$ cat src/rtl/flappy_pkg.sv
// Shared types for the pipe scroller: frame geometry, game states, LFSR seed.
// Ports: none (package). Provides frame_t, game_state_t, LFSR_SEED, lfsr_next().
package flappy_pkg;

  localparam int ROWS = 16;
  localparam int COLS = 16;
  localparam logic [7:0] LFSR_SEED = 8'hA5;

  typedef logic [15:0][15:0] frame_t;

  typedef enum logic [1:0] {
    IDLE,
    RUN,
    CRASH
  } game_state_t;

  // x^8+x^6+x^5+x^4+1, shifting toward the MSB
  function automatic logic [7:0] lfsr_next(input logic [7:0] v);
    return {v[6:0], v[7] ^ v[5] ^ v[4] ^ v[3]};
  endfunction

endpackage

$ cat src/rtl/pipe_scroller_if.sv
// Game bus between the scroller and its neighbours (bird physics, LED stage).
// Signals: run, bird_index in; light, step_pulse, crash, score out of the scroller.
interface pipe_scroller_if;

  logic                run;
  logic [3:0]          bird_index;
  flappy_pkg::frame_t  light;
  logic                step_pulse;
  logic                crash;
  logic [7:0]          score;

  modport master (
    output run,
    output bird_index,
    input  light,
    input  step_pulse,
    input  crash,
    input  score
  );

  modport slave (
    input  run,
    input  bird_index,
    output light,
    output step_pulse,
    output crash,
    output score
  );

endinterface

$ cat src/rtl/pipe_lfsr.sv
// Free-running 8-bit Fibonacci LFSR used to pick pipe gap positions.
// Ports: clock, RST (sync, active high, loads seed), value (current state).
module pipe_lfsr
  import flappy_pkg::*;
(
  input  logic       clock,
  input  logic       RST,
  output logic [7:0] value
);

  always_ff @(posedge clock) begin
    if (RST) value <= LFSR_SEED;
    else     value <= lfsr_next(value);
  end

endmodule

$ cat src/rtl/pipe_scroller.sv
// Scrolls one-column pipes from bit 0 to bit 15, scores passes, flags crashes.
// Ports: clock, RST (sync active high), bus (slave: run, bird_index -> light,
// step_pulse, crash, score). Optional PIPE_SPEEDUP_EN shortens the step
// period by one cycle per 8 points, floored at 2 cycles.
module pipe_scroller
  import flappy_pkg::*;
#(
  parameter int STEP_CYCLES = 8,
  parameter int SPACING     = 6,
  parameter int GAP         = 4
) (
  input  logic            clock,
  input  logic            RST,
  pipe_scroller_if.slave  bus
);

  localparam int DW = $clog2(STEP_CYCLES + 1);
  localparam int CW = $clog2(SPACING + 1);

  game_state_t   state, state_nxt;
  logic [DW-1:0] div_cnt;
  logic [DW-1:0] period;
  logic [CW-1:0] col_cnt;
  logic [7:0]    lfsr;
  frame_t        light_q;
  logic [7:0]    score_q;
  logic          crash_q;
  logic          pulse_q;

  logic          collide;
  logic          wrap;
  logic          step;
  logic [3:0]    gap_top;
  logic [15:0]   nb;
  logic [15:0]   edge_col;
  logic          unused_lfsr_hi;

  pipe_lfsr u_lfsr (
    .clock (clock),
    .RST   (RST),
    .value (lfsr)
  );

  assign unused_lfsr_hi = &{1'b0, lfsr[7:4]};

  // Collision is checked on the registered frame, also while paused.
  assign collide = (state == RUN) && light_q[bus.bird_index][15];
  assign wrap    = (state == RUN) && bus.run &&
                   (div_cnt == period - DW'(1));
  // A step that lands on the collision cycle is dropped entirely.
  assign step    = wrap && !collide;

`ifdef PIPE_SPEEDUP_EN
  function automatic logic [DW-1:0] speed_period(input logic [7:0] s);
    int p;
    p = STEP_CYCLES - int'(s >> 3);
    if (p < 2) p = 2;
    return DW'(p);
  endfunction

  // Period only changes on a divider wrap so a running step is never cut.
  always_ff @(posedge clock) begin
    if (RST)       period <= DW'(STEP_CYCLES);
    else if (wrap) period <= speed_period(score_q);
  end
`else
  assign period = DW'(STEP_CYCLES);
`endif

  always_comb begin
    state_nxt = state;
    unique case (state)
      IDLE:    if (bus.run) state_nxt = RUN;
      RUN:     if (collide) state_nxt = CRASH;
      CRASH:   state_nxt = CRASH;
      default: state_nxt = IDLE;
    endcase
  end

  // New column: gap rows cleared, top clamped so the gap fits the frame.
  always_comb begin
    gap_top = lfsr[3:0];
    if (gap_top > 4'(16 - GAP)) gap_top = gap_top - 4'(GAP);
    nb = '0;
    if (col_cnt == '0) begin
      for (int r = 0; r < ROWS; r++) begin
        nb[r] = (r < int'(gap_top)) ||
                (r > int'(gap_top) + GAP - 1);
      end
    end
  end

  always_comb begin
    edge_col = '0;
    for (int r = 0; r < ROWS; r++) edge_col[r] = light_q[r][15];
  end

  always_ff @(posedge clock) begin
    if (RST) begin
      state   <= IDLE;
      div_cnt <= '0;
      col_cnt <= '0;
      light_q <= '0;
      score_q <= '0;
      crash_q <= 1'b0;
      pulse_q <= 1'b0;
    end else begin
      state   <= state_nxt;
      pulse_q <= step;
      if (collide) crash_q <= 1'b1;
      if ((state == RUN) && bus.run) begin
        div_cnt <= wrap ? '0 : div_cnt + DW'(1);
      end
      if (step) begin
        for (int r = 0; r < ROWS; r++) begin
          light_q[r] <= {light_q[r][14:0], nb[r]};
        end
        col_cnt <= (col_cnt == CW'(SPACING - 1)) ? '0
                 : col_cnt + CW'(1);
        if ((|edge_col) && (score_q != 8'hFF)) begin
          score_q <= score_q + 8'd1;
        end
      end
    end
  end

  assign bus.light      = light_q;
  assign bus.score      = score_q;
  assign bus.crash      = crash_q;
  assign bus.step_pulse = pulse_q;

endmodule

$ cat src/flat_wrapper.sv
// flat-port wrapper written by rule: the top's interface ports become plain ports
module pipe_scroller_flat import flappy_pkg::*;
#(
  parameter int STEP_CYCLES = 8,
  parameter int SPACING     = 6,
  parameter int GAP         = 4
)
  (clock, RST, bus_run, bus_bird_index, bus_light, bus_step_pulse, bus_crash, bus_score);
  pipe_scroller_if bus_i ();
  input  logic clock;
  input  logic RST;
  input wire logic [$bits(bus_i.run)-1:0] bus_run;
  input wire logic [$bits(bus_i.bird_index)-1:0] bus_bird_index;
  output wire logic [$bits(bus_i.light)-1:0] bus_light;
  output wire logic [$bits(bus_i.step_pulse)-1:0] bus_step_pulse;
  output wire logic [$bits(bus_i.crash)-1:0] bus_crash;
  output wire logic [$bits(bus_i.score)-1:0] bus_score;
  assign bus_i.run = bus_run;
  assign bus_i.bird_index = bus_bird_index;
  assign bus_light = bus_i.light;
  assign bus_step_pulse = bus_i.step_pulse;
  assign bus_crash = bus_i.crash;
  assign bus_score = bus_i.score;
  pipe_scroller #(.STEP_CYCLES(STEP_CYCLES), .SPACING(SPACING), .GAP(GAP)) u_core (.clock(clock), .RST(RST), .bus(bus_i));
endmodule
$ cat config.mk
export PLATFORM = sky130hd
export DESIGN_NAME = pipe_scroller_flat
export DESIGN_NICKNAME = d
export VERILOG_FILES = /design/src/rtl/flappy_pkg.sv /design/src/rtl/pipe_scroller_if.sv /design/src/rtl/pipe_lfsr.sv /design/src/rtl/pipe_scroller.sv /design/src/flat_wrapper.sv
export SDC_FILE = /design/constraint.sdc
export NUM_CORES = 1
export LEC_CHECK = 0
export ABC_AREA = 1
export CORE_MARGIN = 2
export CORE_UTILIZATION = 35
export DETAILED_ROUTE_END_ITERATION = 7
export GPL_TIMING_DRIVEN = 1
export PLACE_DENSITY = 0.65
export RECOVER_POWER = 50
export SYNTH_ARGS = -nofsm -noshare
export SYNTH_HDL_FRONTEND = slang
export SYNTH_SLANG_ARGS = --single-unit
export TNS_END_PERCENT = 5
$ cat constraint.sdc
create_clock -name clock -period 2.81 [get_ports clock]
set_clock_uncertainty 0.15 [all_clocks]
set_input_delay 0.4215 -clock clock [delete_from_list [all_inputs] [get_ports clock]]
set_output_delay 0.4215 -clock clock [all_outputs]
set_load 0.01 [all_outputs]
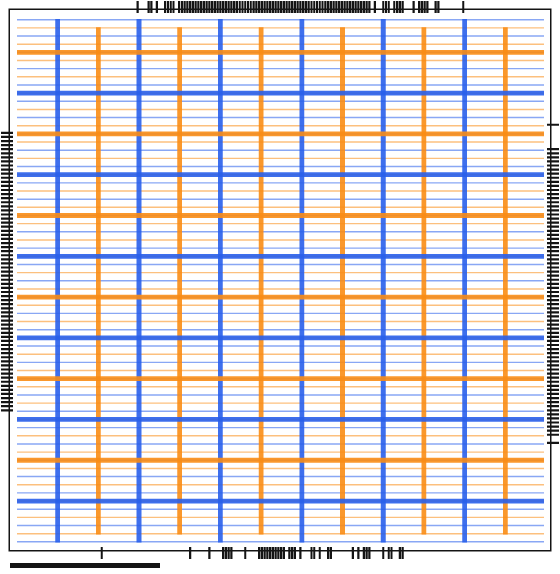
(floorplan with the power grid)
Scale bar: 50 um. Pins as bars on the die edge.
Key: orange = VDD; blue = VSS
12 straps on met4. 12 straps on met5.
VDD IR max: 0.359 mV
height of the die: 180 um
Die Span X: 180 um
Core ar.: 0.0306 sq mm

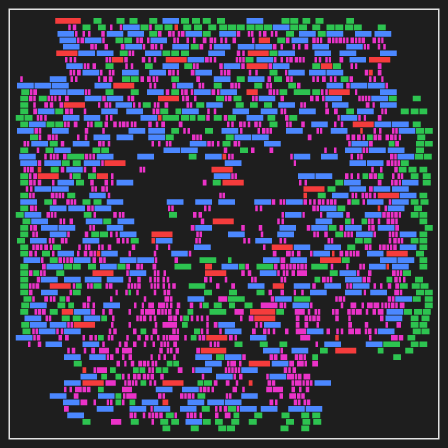
(cells colored by class)
Key: magenta = combinational and other logic [cells 1,037]; blue = flops [cells 283]; red = clock drivers and dummy loads [cells 58]; green = other buffers and delay cells [cells 329]
post-route cell area: 0.0151 sq mm
Seq/total area: 37.5%
row count: 64
final core occ: 49.4%

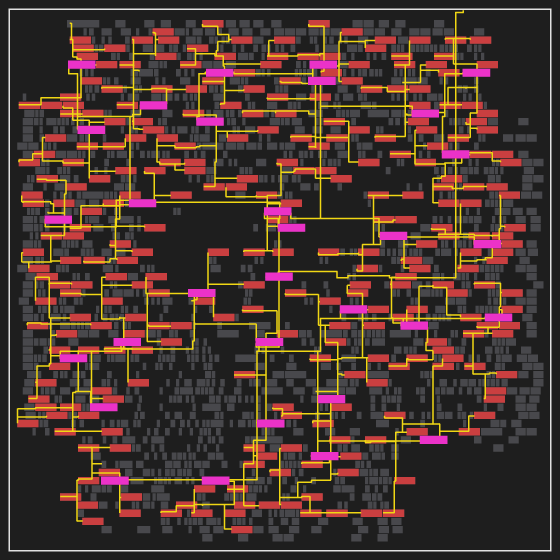
(clock wires, drivers and flops)
Key: yellow = clock wires [length 3,710 um]; magenta = clock drivers [count 31]; red = flip-flops [count 283]
There are 32 routed clock nets. Position of the flops: widely spread.

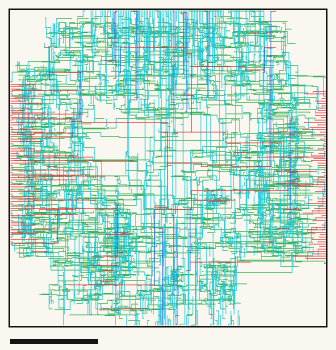
(wiring by layer)
Scale bar: 50 um.
Key: red = metal 3 [wire length 2,340 um]; cyan = metal 2 [wire length 15,000 um]; blue = metal 4 [wire length 972 um]; green = metal 1 [wire length 14,700 um]

==> flow_summary.json <==
{
  "status": "completed",
  "overflow": 0,
  "crit_required_ns": 3.09,
  "worst_pin_slew_ns": 1.14,
  "ys_area_sq_mm": 0.0108,
  "clk_latency_ns": 0.55,
  "chipArea_sq_mm": 0.0324,
  "max_stage_delay_ns": 0.79,
  "synth-adder-area-share_pct": 1.62,
  "fin_crit_ns": 2.62,
  "track_usage_pct": 19.9,
  "drt_first_pass_iters": 5,
  "worstHoldPathType": "reg2reg",
  "inv_count": 52,
  "endpoint": "u_core.bus.light[127]",
  "clkTransAtPathRegs_ns": 0.06,
  "dp_hpwl_um": 23500,
  "yosys.area.top_type": "dfxtp_1",
  "clock_buffers": 42,
  "num_vias": 10000,
  "synth_nets": 1431,
  "slew_violations": 0,
  "logic_family": "simple AND/OR/NAND/NOR gates",
  "grt_first_pass_wirelength_um": 53000,
  "flops": 283,
  "async_flop_share_pct": 0,
  "yosys_cells": 1410,
  "hold_viol": 0,
  "p_sw_w": 0.00205,
  "path_max_fanout": 65,
  "worstPathCellList": "dlygate4sd3_1, clkinvlp_4, clkbuf_2, buf_4, o21ai_0, nor2_1",
  "pg_seq_w": 0.00406,
  "cp.arrival_ns": 2.90,
  "nonClkBufAreaFrac_pct": 21.8,
  "cp-end-kind": "register",
  "power.leakage_nw": 6.55,
  "h-tree-depth": 1,
  "simple_gate_share_pct": 23.6,
  "wirelength_um": 33000,
  "final_layout_top_logic_cells": "nor2_1, dfxtp_1, dlygate4sd3_1, o21ai_0, nand2_1",
  "synth_seq_share_pct": 52.2,
  "r2r_slack_ns": 0.28,
  "top_area_share_pct": 52.2,
  "seqPwrFrac_pct": 46.2,
  "synth.distinct_cells": 35,
  "largest_reg_flops": 256,
  "routabilityCongestion": 0.885,
  "powerDensity_mw_per_mm2": 581,
  "start_kind": "primary input",
  "lay_top_count": "nor2_1",
  "total_power_w": 0.00879,
  "avgSynthCellArea_sq_um": 7.69,
  "antennaDiodeCount": 0,
  "area_delta_synth_final_pct": 39.5,
  "syn_area_sq_mm": 0.0108,
  "numCtsBuffers": 31,
  "syn-instance-count": 1410,
  "setup_violations": 0,
  "r2r-start": "u_core.u_lfsr.value[1]",
  "buffers": 329,
  "xor_area_share_pct": 0.646,
  "ys_sh_aoi_pct": 14.8,
  "grt_max_degree": 79,
  "via_per_inst": 4.78,
  "power.group.top": "the clock network",
  "port_buffers": 272,
  "p_comb_share_pct": 6.8,
  "p_int_w": 0.00675,
  "comb_area_sq_mm": 0.00441,
  "switching_share_pct": 23.3,
  "layout.nets": 1703,
  "grt_pass1_vias": 9598,
  "finalCritPeriodShare_pct": 93.2,
  "antenna_found_initial": 0,
  "rr_worst_depth": 16,
  "clockNetworkAreaShare_pct": 6.93,
  "slew-limit-headroom_pct": 23.9,
  "post_drt_wl_per_cell_um": 15.7,
  "synthTopCellsByArea": "dfxtp_1, nor2_1, o21ai_0",
  "regArea_sq_mm": 0.00567,
  "fp_util_pct": 35.5,
  "worstHoldEndpoint": "u_core.u_lfsr.value[7]",
  "comb_cells": 985,
  "ys_ff": 283,
  "crit_start": "RST",
  "r2r_end": "u_core.bus.light[32]",
  "drt_iter0_drc": 724,
  "n_tap_cell": 396,
  "comb_area_share_pct": 29.2,
  "setup_tns_ns": 0,
  "edf_count": 0,
  "fillCellCount": 3001,
  "ys_warn_count": 0,
  "synth-main-ff-cell": "dfxtp_1",
  "cp_num_buf_inv": 4,
  "comb_power_w": 0.000599,
  "clk_path_buf_depth": 3,
  "crit_cells": 6,
  "cts_root_buf": "clkbuf_16",
  "antenna_left": 0,
  "warnings": 34,
  "ys_sh_mux_pct": 0,
  "clkSinkCount": 283,
  "cts_tree": "built",
  "biggestCellCategory": "registers",
  "critPathSlowestCell": "clkbuf_2",
  "power.share.clock_pct": 47.0,
  "postCtsSetupBuffers": 0,
  "whs_path_depth": 1,
  "layout-drive-gt1-share_pct": 7.09,
  "p_clk_w": 0.00413,
  "fmax_mhz": 382,
  "setup.worst_path.class": "in2reg",
  "io_pins": 273,
  "min-delay-start": "u_core.u_lfsr.value[6]",
  "rsz0062_at_grt": "false",
  "cpLargestDelayFamily": "buffers and inverters",
  "drc": 0,
  "drv_cap": 0
}
[layer usage]
| metal | part of all wire [%] | track usage (%) | up-vias |
|---|---|---|---|
| met4 | 2.9 | 6.26 | 0 |
| met2 | 45 | 33.1 | 287 |
| met3 | 7.1 | 5.30 | 56 |
| met5 | 0 | 0 | - |
| met1 | 44 | 25.1 | 4595 |
| li1 | - | - | 5109 |
[stage by stage]
| stage | instances | util [%] | hold WS [ns] | instance area, sq um | worst slack [ns] |
|---|---|---|---|---|---|
| after floorplan | 1410 | - | 0.239 | 10800 | 0.188 |
| after global placement | 2045 | 46.1 | 0.245 | 14100 | 0.0833 |
| after detailed placement | 2045 | 46.1 | 0.253 | 14100 | 0.0733 |
| after CTS | 2103 | 49.5 | 0.267 | 15100 | 0.181 |
| after global routing | 2103 | 49.4 | 0.280 | 15100 | 0.0244 |
| final | 2103 | 49.4 | 0.262 | 15100 | 0.191 |
[logic make-up (layout without fill, tap and decap cells)]
logic type	Yosys count	after routing
AND-OR/OR-AND	315	315
XOR/XNOR	8	8
adder cells (fa/ha/maj)	14	14
buffers and inverters	142	439
flip-flops	283	283
AND/OR/NAND/NOR	648	648
[cells in the mapped netlist (2+ instances only)]
cell type / count
or2_2: 2
nand4_1: 5
buf_1: 2
o211ai_1: 7
dfxtp_1: 283
xor2_1: 5
buf_2: 10
nor3_1: 3
o21bai_1: 2
buf_6: 22
nor4_1: 6
nor2_1: 486
nand2_1: 105
o21ai_0: 257
nand3_1: 34
xnor2_1: 3
buf_4: 5
a21oi_1: 46
ha_1: 14
inv_1: 50
clkbuf_1: 32
clkbuf_2: 18
[what timing repair did]
action,4_1_cts,5_1_grt
endpoints found under the setup margin,0,8
hold buffers,0,0
gates resized,0,2
